**Run 1: met1 routing**

The bar under the picture is 20 um long. Supply wires on this layer in gray.
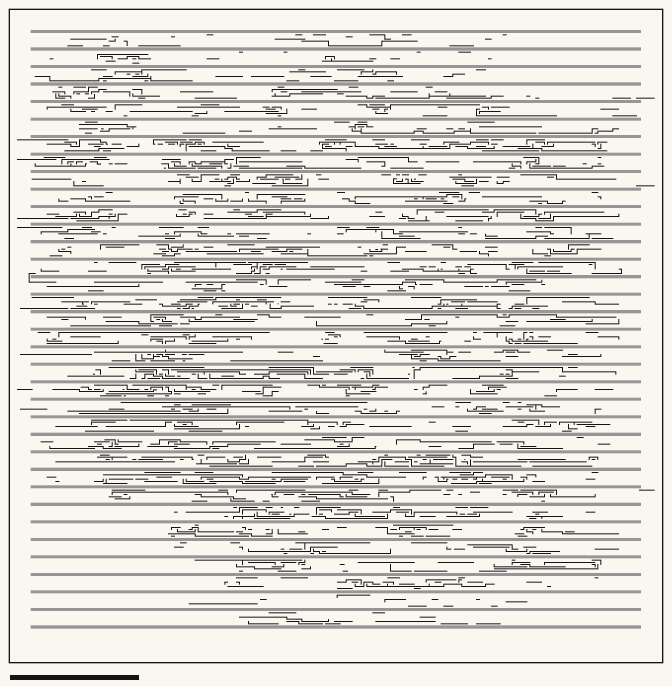
**Run 1: metal 2**

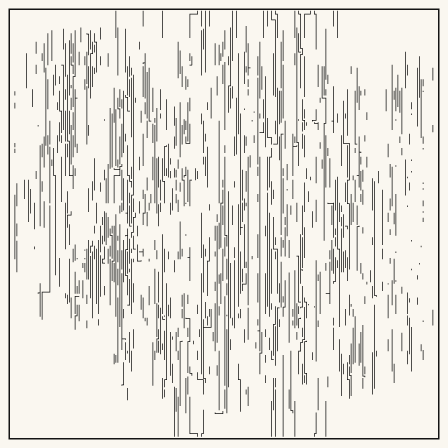
**Run 1: the metal 3 layer**

The bar under the picture is 20 um long. Cells faint in the background.
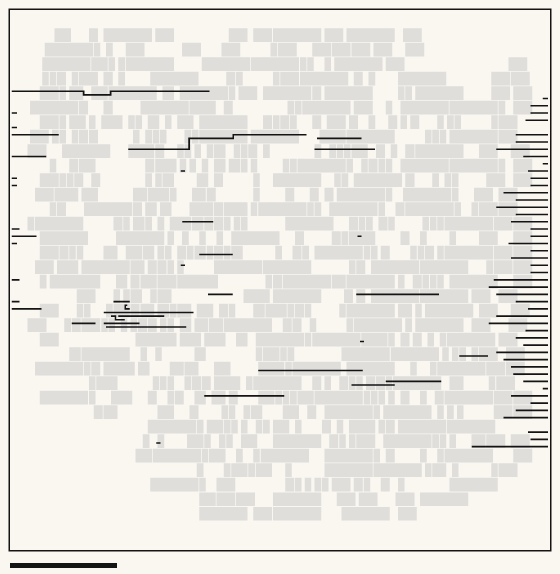
[src/rtl/pid_cfg_pkg.sv]
// Shared definitions for the PID register-config writer.
//  - SYNC_BYTE  : frame start marker
//  - CMD_SEL_Q  : bit of the CMD byte that selects the q-axis PID
//  - cfg_state_e: frame parser states
//  - cfg_err_e  : cause of a rejected frame (debug visibility)
//  - chk_fold   : running XOR checksum helper
package pid_cfg_pkg;

  localparam logic [7:0] SYNC_BYTE = 8'hA5;
  localparam int         CMD_SEL_Q = 0;

  typedef enum logic [2:0] {
    HUNT   = 3'd0,
    CMD    = 3'd1,
    ADDR   = 3'd2,
    DATA   = 3'd3,
    CHK    = 3'd4,
    COMMIT = 3'd5
  } cfg_state_e;

  typedef enum logic [1:0] {
    ERR_NONE    = 2'd0,
    ERR_CMD     = 2'd1,
    ERR_CHK     = 2'd2,
    ERR_TIMEOUT = 2'd3
  } cfg_err_e;

  // Fold one more byte into the frame checksum.
  function automatic logic [7:0] chk_fold(input logic [7:0] acc, input logic [7:0] b);
    return acc ^ b;
  endfunction

endpackage

[src/rtl/pid_cfg_writer_timer.sv]
// cfg_frame_timer: inter-byte watchdog for the config frame parser.
// Ports:
//  clk, rstb  clock, asynchronous active-low reset
//  clear      zero the counter (has priority over enable)
//  enable     count one cycle
//  expire     high while enabled and this is the TIMEOUT_CYCLES-th cycle
//             since the last clear
module cfg_frame_timer #(
  parameter int TIMEOUT_CYCLES = 1000
) (
  input  logic clk,
  input  logic rstb,
  input  logic clear,
  input  logic enable,
  output logic expire
);

  localparam int CNT_W = $clog2(TIMEOUT_CYCLES + 1);

  logic [CNT_W-1:0] count_r;

  // Idle-cycle counter; saturates so a stuck enable can never wrap back to 0.
  always_ff @(posedge clk or negedge rstb) begin
    if (!rstb) begin
      count_r <= '0;
    end else if (clear) begin
      count_r <= '0;
    end else if (enable && (count_r != CNT_W'(TIMEOUT_CYCLES))) begin
      count_r <= count_r + CNT_W'(1);
    end else begin
      count_r <= count_r;
    end
  end

  // count_r holds the number of elapsed idle cycles before this edge.
  assign expire = enable && (count_r == CNT_W'(TIMEOUT_CYCLES - 1));

endmodule

[src/rtl/pid_cfg_writer.sv]
// pid_cfg_writer: parses ECU config frames from a valid/ready byte stream and
// turns each good frame into one single-cycle register write to pid_d or pid_q.
// Frame: A5, CMD, ADDR (NB bytes MSB first), DATA (NB bytes MSB first),
//        CHK = XOR of CMD/ADDR/DATA bytes.
// Ports:
//  clk, rstb               clock, asynchronous active-low reset
//  rx_data/rx_valid/rx_ready  config byte stream (accept on valid && ready)
//  loop_idle               FOC sequencer idle; writes wait for it
//  pid_{d,q}_wen           one-cycle write strobes (never both)
//  pid_{d,q}_addr/_data    last committed address/data (shared value)
//  frame_ok                pulse with the write strobe
//  frame_err               pulse on bad cmd, bad checksum or timeout
//  err_count               saturating error count
// D_WIDTH must be a multiple of 8.
import pid_cfg_pkg::*;

module pid_cfg_writer #(
  parameter int D_WIDTH        = 16,
  parameter int TIMEOUT_CYCLES = 1000
) (
  input  logic               clk,
  input  logic               rstb,
  input  logic [7:0]         rx_data,
  input  logic               rx_valid,
  output logic               rx_ready,
  input  logic               loop_idle,
  output logic               pid_d_wen,
  output logic               pid_q_wen,
  output logic [D_WIDTH-1:0] pid_d_addr,
  output logic [D_WIDTH-1:0] pid_q_addr,
  output logic [D_WIDTH-1:0] pid_d_data,
  output logic [D_WIDTH-1:0] pid_q_data,
  output logic               frame_ok,
  output logic               frame_err,
  output logic [7:0]         err_count
);

  localparam int NB   = D_WIDTH / 8;
  localparam int BC_W = (NB > 1) ? $clog2(NB) : 1;

  cfg_state_e         state_r;
  cfg_state_e         state_next_s;
  cfg_err_e           err_cause_s;
  logic               acc_s;
  logic               err_s;
  logic               commit_s;
  logic               last_byte_s;
  logic               tmr_en_s;
  logic               tmr_clr_s;
  logic               expire_s;

  logic               sel_r;
  logic [7:0]         chk_r;
  logic [BC_W-1:0]    byte_cnt_r;
  logic [D_WIDTH-1:0] addr_sh_r;
  logic [D_WIDTH-1:0] data_sh_r;
  logic [D_WIDTH-1:0] addr_shift_s;
  logic [D_WIDTH-1:0] data_shift_s;

  logic               rx_ready_r;
  logic               pid_d_wen_r;
  logic               pid_q_wen_r;
  logic [D_WIDTH-1:0] addr_out_r;
  logic [D_WIDTH-1:0] data_out_r;
  logic               frame_ok_r;
  logic               frame_err_r;
  logic [7:0]         err_count_r;

  assign acc_s       = rx_valid && rx_ready_r;
  assign last_byte_s = (byte_cnt_r == BC_W'(NB - 1));
  assign err_s       = (err_cause_s != ERR_NONE);

  // MSB-first field assembly; an 8-bit field is just the byte itself.
  generate
    if (NB == 1) begin : g_nb1
      assign addr_shift_s = rx_data;
      assign data_shift_s = rx_data;
    end else begin : g_nbn
      assign addr_shift_s = {addr_sh_r[D_WIDTH-9:0], rx_data};
      assign data_shift_s = {data_sh_r[D_WIDTH-9:0], rx_data};
    end
  endgenerate

  // The watchdog only runs while a frame is partially received.
  assign tmr_en_s  = (state_r == CMD) || (state_r == ADDR) ||
                     (state_r == DATA) || (state_r == CHK);
  assign tmr_clr_s = acc_s || (state_next_s == HUNT);

  cfg_frame_timer #(
    .TIMEOUT_CYCLES(TIMEOUT_CYCLES)
  ) u_timer (
    .clk    (clk),
    .rstb   (rstb),
    .clear  (tmr_clr_s),
    .enable (tmr_en_s),
    .expire (expire_s)
  );

  // Parser state register.
  always_ff @(posedge clk or negedge rstb) begin
    if (!rstb) begin
      state_r <= HUNT;
    end else begin
      state_r <= state_next_s;
    end
  end

  // Next-state logic; an accepted byte always takes precedence over expiry.
  always_comb begin
    state_next_s = state_r;
    err_cause_s  = ERR_NONE;
    commit_s     = 1'b0;
    case (state_r)
      HUNT: begin
        if (acc_s && (rx_data == SYNC_BYTE)) begin
          state_next_s = CMD;
        end else begin
          state_next_s = HUNT;
        end
      end
      CMD: begin
        if (acc_s) begin
          if (rx_data[7:1] != 7'd0) begin
            state_next_s = HUNT;
            err_cause_s  = ERR_CMD;
          end else begin
            state_next_s = ADDR;
          end
        end else if (expire_s) begin
          state_next_s = HUNT;
          err_cause_s  = ERR_TIMEOUT;
        end else begin
          state_next_s = CMD;
        end
      end
      ADDR: begin
        if (acc_s) begin
          if (last_byte_s) begin
            state_next_s = DATA;
          end else begin
            state_next_s = ADDR;
          end
        end else if (expire_s) begin
          state_next_s = HUNT;
          err_cause_s  = ERR_TIMEOUT;
        end else begin
          state_next_s = ADDR;
        end
      end
      DATA: begin
        if (acc_s) begin
          if (last_byte_s) begin
            state_next_s = CHK;
          end else begin
            state_next_s = DATA;
          end
        end else if (expire_s) begin
          state_next_s = HUNT;
          err_cause_s  = ERR_TIMEOUT;
        end else begin
          state_next_s = DATA;
        end
      end
      CHK: begin
        if (acc_s) begin
          if (rx_data == chk_r) begin
            state_next_s = COMMIT;
          end else begin
            state_next_s = HUNT;
            err_cause_s  = ERR_CHK;
          end
        end else if (expire_s) begin
          state_next_s = HUNT;
          err_cause_s  = ERR_TIMEOUT;
        end else begin
          state_next_s = CHK;
        end
      end
      COMMIT: begin
        if (loop_idle) begin
          commit_s     = 1'b1;
          state_next_s = HUNT;
        end else begin
          state_next_s = COMMIT;
        end
      end
      default: begin
        state_next_s = HUNT;
      end
    endcase
  end

  // Frame capture: target select, field shift registers and checksum.
  always_ff @(posedge clk or negedge rstb) begin
    if (!rstb) begin
      sel_r      <= 1'b0;
      chk_r      <= 8'd0;
      byte_cnt_r <= '0;
      addr_sh_r  <= '0;
      data_sh_r  <= '0;
    end else begin
      case (state_r)
        CMD: begin
          if (acc_s) begin
            sel_r      <= rx_data[CMD_SEL_Q];
            chk_r      <= rx_data;
            byte_cnt_r <= '0;
          end
        end
        ADDR: begin
          if (acc_s) begin
            addr_sh_r  <= addr_shift_s;
            chk_r      <= chk_fold(chk_r, rx_data);
            byte_cnt_r <= last_byte_s ? '0 : byte_cnt_r + BC_W'(1);
          end
        end
        DATA: begin
          if (acc_s) begin
            data_sh_r  <= data_shift_s;
            chk_r      <= chk_fold(chk_r, rx_data);
            byte_cnt_r <= last_byte_s ? '0 : byte_cnt_r + BC_W'(1);
          end
        end
        default: begin
          byte_cnt_r <= '0;
        end
      endcase
    end
  end

  // Registered outputs: strobes, committed addr/data, status and error count.
  always_ff @(posedge clk or negedge rstb) begin
    if (!rstb) begin
      rx_ready_r  <= 1'b1;
      pid_d_wen_r <= 1'b0;
      pid_q_wen_r <= 1'b0;
      addr_out_r  <= '0;
      data_out_r  <= '0;
      frame_ok_r  <= 1'b0;
      frame_err_r <= 1'b0;
      err_count_r <= 8'd0;
    end else begin
      rx_ready_r  <= (state_next_s != COMMIT);
      pid_d_wen_r <= commit_s && !sel_r;
      pid_q_wen_r <= commit_s && sel_r;
      frame_ok_r  <= commit_s;
      frame_err_r <= err_s;
      if (commit_s) begin
        addr_out_r <= addr_sh_r;
        data_out_r <= data_sh_r;
      end
      if (err_s && (err_count_r != 8'hFF)) begin
        err_count_r <= err_count_r + 8'd1;
      end
    end
  end

  assign rx_ready   = rx_ready_r;
  assign pid_d_wen  = pid_d_wen_r;
  assign pid_q_wen  = pid_q_wen_r;
  assign pid_d_addr = addr_out_r;
  assign pid_q_addr = addr_out_r;
  assign pid_d_data = data_out_r;
  assign pid_q_data = data_out_r;
  assign frame_ok   = frame_ok_r;
  assign frame_err  = frame_err_r;
  assign err_count  = err_count_r;

endmodule

[config.mk]
export PLATFORM = sky130hd
export DESIGN_NAME = pid_cfg_writer
export DESIGN_NICKNAME = d
export VERILOG_FILES = /design/src/rtl/pid_cfg_pkg.sv /design/src/rtl/pid_cfg_writer_timer.sv /design/src/rtl/pid_cfg_writer.sv
export SDC_FILE = /design/constraint.sdc
export NUM_CORES = 1
export LEC_CHECK = 0
export ABC_AREA = 1
export ABC_CLOCK_PERIOD_IN_PS = 2900
export CAP_MARGIN = 20
export CORE_MARGIN = 3
export CORE_UTILIZATION = 52
export DETAILED_ROUTE_END_ITERATION = 10
export PLACE_DENSITY = 0.81
export SETUP_SLACK_MARGIN = 0.2
export SKIP_CTS_REPAIR_TIMING = 1
export SKIP_LAST_GASP = 1
export SLEW_MARGIN = 20
export SYNTH_ARGS = -nofsm -noshare
export SYNTH_HDL_FRONTEND = slang
export SYNTH_HIERARCHICAL = 1
export SYNTH_SLANG_ARGS = --single-unit
[constraint.sdc]
create_clock -name clk -period 2.9 [get_ports clk]
set_input_delay 0.58 -clock clk [delete_from_list [all_inputs] [get_ports clk]]
set_output_delay 0.58 -clock clk [all_outputs]
set_load 0.005 [all_outputs]
==> CHANGELOG.md, run 1 <==
### Physical design

* Final count of pins violating max slew at 0
* GRT busiest layer: met2
* CP Capture Point: u_timer/count_r[6]$_DFFE_PN0P_
* Internal reg-to-reg setup slack at 380 ps
* Min-Delay Path Class: in2async
* Layout buffering overhead excluding clock cells at 0.171
* Tool warnings at 27
* ClkCell Share at 0.0319
* CTS tree: built
* Via density at about 5.0
* Combinational power at 0.103 mW
* Clk slew on worst S/H paths at 100 ps
* Compound-Gate Fraction of Synth Area at 0.0727
* Sort of element at the start of the critical path: register
* Worst setup path category: reg2reg
* Outcome: complete, no violations
* Yosys top cell by area: dfrtp_1
* Dpl hpwl at 7260 um
* Reported leakage power at roughly 2.7 nW
* Vertical die size at 101 um
* Global-route wire length before repair at 16600 um
* Clock network fraction of total power at 0.359
* Yosys warning count at 6
* Pwr per Cell Area at 409 nW/um^2
* Tally of filler cells in the layout at 736
* Cell with the biggest individual delay on the critical path: dfrtp_1
* Io pins at 89
* Die width at 101 um
* Worst reg2reg path depth at 16
* Worst Skew at approximately 11 ps
* Net switching power at a little under 0.6 mW
* Switching portion of total power at 0.250
* Pin count of the biggest net entering global routing at ~49
* Count of cell instances traversed by the critical path at 16
Back to the opening pictures, 'met1 routing':
main direction: horizontal
wire length on this layer: 4530 um
longest straight run: 38.2 um
nets with wire on the layer: 542
number of vias after detailed routing: 3666
final WL: 9850 um
met1 usage: 0.276

Back to the opening pictures, 'metal 2':
nets with wire on the layer: 509
wire length on this layer: 4670 um

Back to the opening pictures, 'the metal 3 layer':
wire length on this layer: 534 um
nets with wire on the layer: 77
share of all routed wire: 5.4%

-- run 1: through the flow --
step | total power [mW] | cells | util
3_5_place_dp | 1.54 | 708 | 0.629
3_3_place_gp | 1.54 | 708 | 0.629
2_1_floorplan | 1.47 | 546 | -
4_1_cts | 2.38 | 724 | 0.650
5_1_grt | 2.45 | 728 | 0.659
6_report | 2.36 | 728 | 0.659
-- run 1: sequential cells by signal, summed over array words and instances (netlist names) --
name and flops:
data_sh_r 16, rx_ready 1, pid_d_data 16, state_r 3, err_count 8, frame_ok 1, chk_r 8, addr_sh_r 16
byte_cnt_r 1, pid_q_wen 1, pid_d_addr 16, u_timer/count_r 10, frame_err 1, pid_d_wen 1, sel_r 1
**Run 1: clock wiring as the flow saved it**

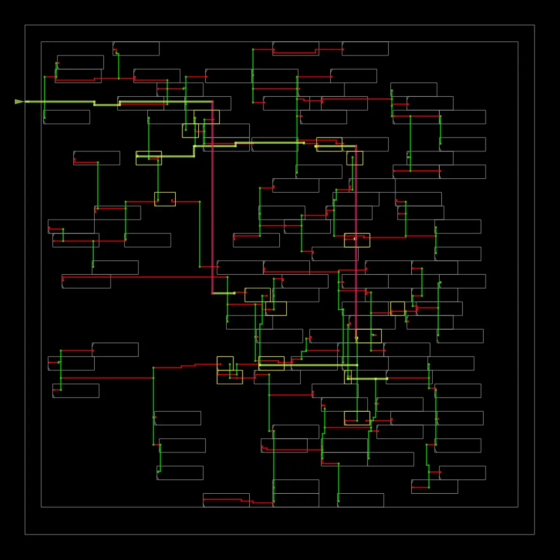

==> inputs of run 2 (changes only) <==
--- a/config.mk
+++ b/config.mk
@@ -8,14 +8,13 @@
 export ABC_AREA = 1
 export ABC_CLOCK_PERIOD_IN_PS = 2900
 export CAP_MARGIN = 20
-export CORE_MARGIN = 3
 export CORE_UTILIZATION = 52
 export DETAILED_ROUTE_END_ITERATION = 10
 export PLACE_DENSITY = 0.81
 export SETUP_SLACK_MARGIN = 0.2
 export SKIP_CTS_REPAIR_TIMING = 1
 export SKIP_LAST_GASP = 1
-export SLEW_MARGIN = 20
+export SLEW_MARGIN = 40
 export SYNTH_ARGS = -nofsm -noshare
 export SYNTH_HDL_FRONTEND = slang
 export SYNTH_HIERARCHICAL = 1
**Run 2: clock wiring as the flow saved it**

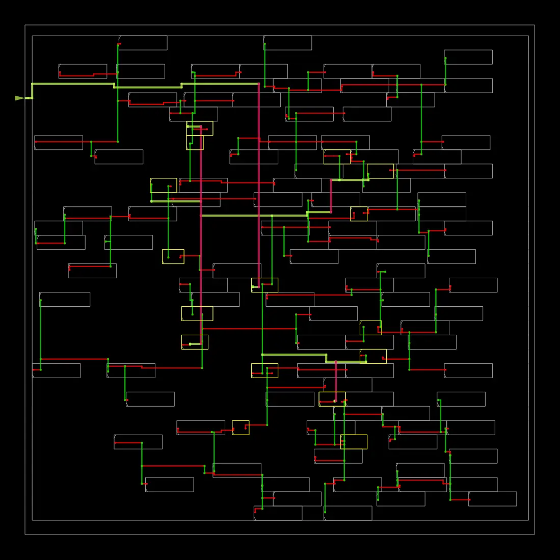
Worst Skew: 9.20 ps
clock buffers created by TritonCTS: 9
tally of clock buffers in the finished layout: 10

**Run 2: the metal 4 layer**

Supply wires on this layer in gray.
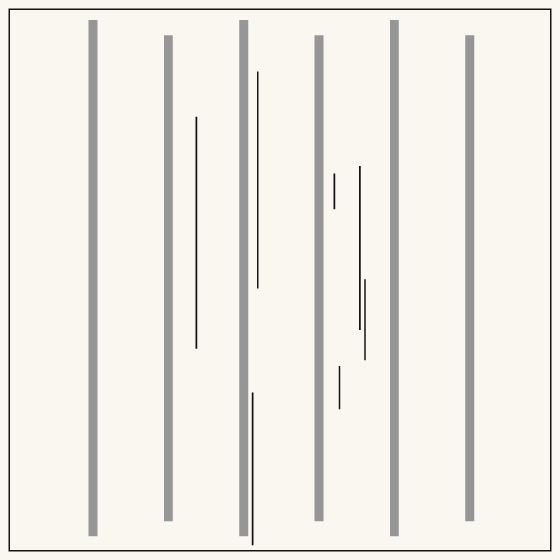
main direction: vertical
wire length on this layer: 165 um
share of all routed wire: 1.7%

==> run 2 against run 1 <==
  * Combinational power barely moved
  * Worst setup slack improved by 34 ps
  * Register-to-register slack improved by 30 ps
  * Critical path depth did not move
  * Wire length up 0.96%
  * Synthesized cell count stayed put
  * Clock skew is 1.6 ps lower
  * Worst hold slack worse by 120 ps
  * Global-route usage grew 2.2 points
  * Largest cell class unchanged
  * Die area decreased by 7.7%
==> CHANGELOG.md, run 2 <==
### Physical design

* Number of placed instances with taps included at 708 (unchanged)
* Outcome: complete, no violations (unchanged)
* GRT busiest layer: met2 (unchanged)
* Mux cell area share after synthesis at 0 (unchanged)
* Pin count of the biggest net entering global routing at 57 (was 49)
* Final count of pins violating max slew at 0 (unchanged)
* Die width at 97.3 um (was 101 um)
* Vertical die size at 97.3 um (was 101 um)
* Io pins at 89 (unchanged)
* Finished Layout Cells at 725 (was 728)
* Number of vias after detailed routing at 3705 (was 3666)
* Met1 usage at 0.300 (was 0.276)
* GRT Total Usage at 0.224 (was 0.202)
* Sort of element at the start of the critical path: register (unchanged)
* Dominant combinational family: simple AND/OR/NAND/NOR gates (unchanged)
* Reported leakage power at 2.66 nW (was 2.68 nW)
* Worst reg2reg path depth at 16 (unchanged)
* Min-Delay Path Class: in2async (unchanged)
* Area overhead of the layout relative to synthesis at 21.9% (was 22.4%)
* Dpl hpwl at 7210 um (was 7260 um)
* Yosys warning count at 6 (unchanged)
* Most repeated cell in the gate-level netlist after synthesis: nand2_1 (unchanged)
* Internal reg-to-reg setup slack at 410 ps (was 380 ps)
* Worst setup path category: reg2reg (unchanged)
* Cell with the biggest individual delay on the critical path: dfrtp_1 (unchanged)
* First element of the critical path: state_r[0]$_DFF_PN0_ (unchanged)
* Global-route wire length before repair at 17000 um (was 16600 um)
* Clk slew on worst S/H paths at 110 ps (was 100 ps)
* Compound-Gate Fraction of Synth Area at 0.0727 (unchanged)
* Endpoints failing hold at 0 (unchanged)
* Count of cell instances traversed by the critical path at 16 (unchanged)
* CTS tree: built (unchanged)
* Yosys top cell by area: dfrtp_1 (unchanged)
## run 2: netlist changes by cell type in the layout (fill, tap and decap cells not counted), sizes merged
cell / delta
clkinvlp: -1
buf: -3
clkinv: +1
## run 2: area by class of cell
type                            count  area, um^2
Fill cell                         735        3010
Sequential cell                   100        2500
Multi-Input combinational cell    342        1700
Timing Repair Buffer               99         973
Inverter                           60         231
Clock buffer                       10         138
Tap cell                          108         135
Clock inverter                      6        65.1
## run 2: power by group
| group | internal [mW] | switching (mW) | total (mW) |
|---|---|---|---|
| sequential | 1.40 | 0.00773 | 1.41 |
| clock | 0.361 | 0.541 | 0.902 |
| combinational | 0.0369 | 0.0664 | 0.103 |
**Run 2: metal 2**

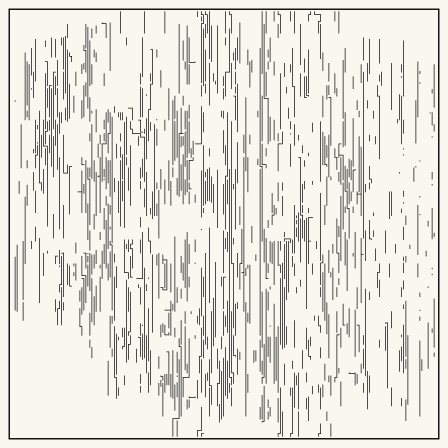

==> inputs of run 3 (changes only) <==
--- a/config.mk
+++ b/config.mk
@@ -8,9 +8,10 @@
 export ABC_AREA = 1
 export ABC_CLOCK_PERIOD_IN_PS = 2900
 export CAP_MARGIN = 20
-export CORE_UTILIZATION = 52
+export CORE_UTILIZATION = 45
 export DETAILED_ROUTE_END_ITERATION = 10
-export PLACE_DENSITY = 0.81
+export HOLD_SLACK_MARGIN = 0.03
+export PLACE_DENSITY = 0.72
 export SETUP_SLACK_MARGIN = 0.2
 export SKIP_CTS_REPAIR_TIMING = 1
 export SKIP_LAST_GASP = 1
**Run 3: metal 2**

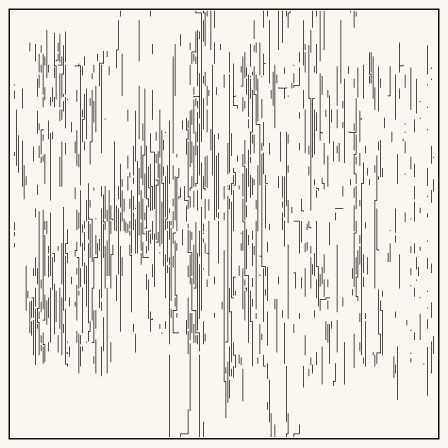
main direction: vertical
share of all routed wire: 49%

**Run 3: the metal 3 layer**

The bar under the picture is 20 um long. Cells faint in the background.
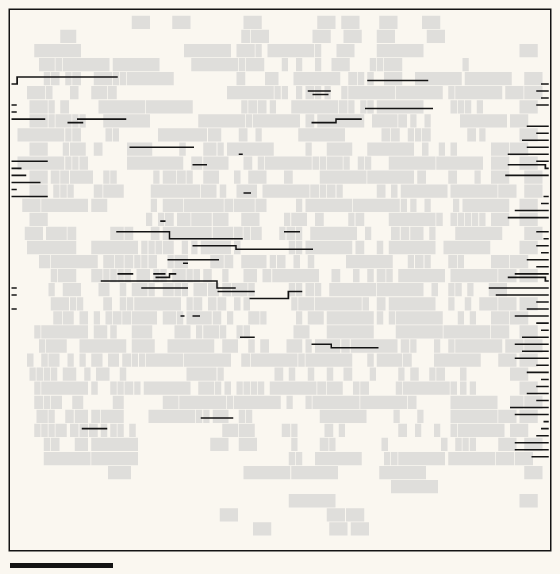
main direction: horizontal
wire length on this layer: 476 um
met3 Usage GRT: 0.0401
final WL: 9640 um
number of vias after detailed routing: 3697

==> run 3 against run 2 <==
  * Via count is 0.22% lower
  * Fmax shrank 5.7%
  * Sequential power about the same
  * Combinational power about the same
  * Clock skew is 3.8 ps higher
  * Utilization fell by 8.5 points
  * Largest cell class unchanged
  * Count of clock-buffer cells in the layout down 1
  * Total power increased by 0.93%
==> CHANGELOG.md, run 3 <==
### Physical design

* Outcome: complete, no violations (unchanged)
* Reg area at 2510 um^2 (was 2500 um^2)
* Largest cell class by area: registers (unchanged)
* Most repeated cell in the gate-level netlist after synthesis: nand2_1 (unchanged)
* Comb area share at 0.293 (was 0.296)
* Combinational power at 0.101 mW (was 0.103 mW)
* First element of the critical path: state_r[1]$_DFF_PN0_ (was state_r[0]$_DFF_PN0_)
* Final count of pins violating max slew at 0 (unchanged)
* Sequential cells at 100 (unchanged)
* Clock network fraction of total power at 0.380 (was 0.373)
* Final standard cell utilization of the core at 0.571 (was 0.656)
* Dominant power group: sequential cells (unchanged)
* Area overhead of the layout relative to synthesis at 23.8% (was 21.9%)
* Pwr per Cell Area at 418 nW/um^2 (was 420 nW/um^2)
* Reported leakage power at 2.69 nW (was 2.66 nW)
* CP Capture Point: u_timer/count_r[9]$_DFFE_PN0P_ (was u_timer/count_r[1]$_DFFE_PN0P_)
* Worst Skew at 13.0 ps (was 9.20 ps)
* Tap Cells at 136 (was 108)
* Combinational Power Share at 0.041 (was 0.043)
* Min-Delay Path Class: in2async (unchanged)
## run 3: cells by family (layout without fill, tap and decap cells)
kind of cell             count (synthesis)  after routing  synth area share
AND/OR/NAND/NOR                        256            256             0.240
XOR/XNOR                                20             20            0.0371
flip-flops                             100            100             0.531
adder cells (fa/ha/maj)                  3              3           0.00796
buffers and inverters                  104            179             0.112
AND-OR/OR-AND                           63             63            0.0727
## run 3: worst max-delay path, cell delays in order (launching register included)
cell	delay, ps
dfrtp_2	460
nor3_4	300
nor2_1	110
nand2_1	100
nand3_1	120
nor4_2	330
nand2_1	150
nand3b_1	130
nand2_1	70
nor2_2	120
nand3_1	110
o21ai_2	160
inv_2	90
nand2_2	90
clkinv_2	70
nand2_1	70
nand2_1	50
Power is estimated from default activity; no workload was simulated.
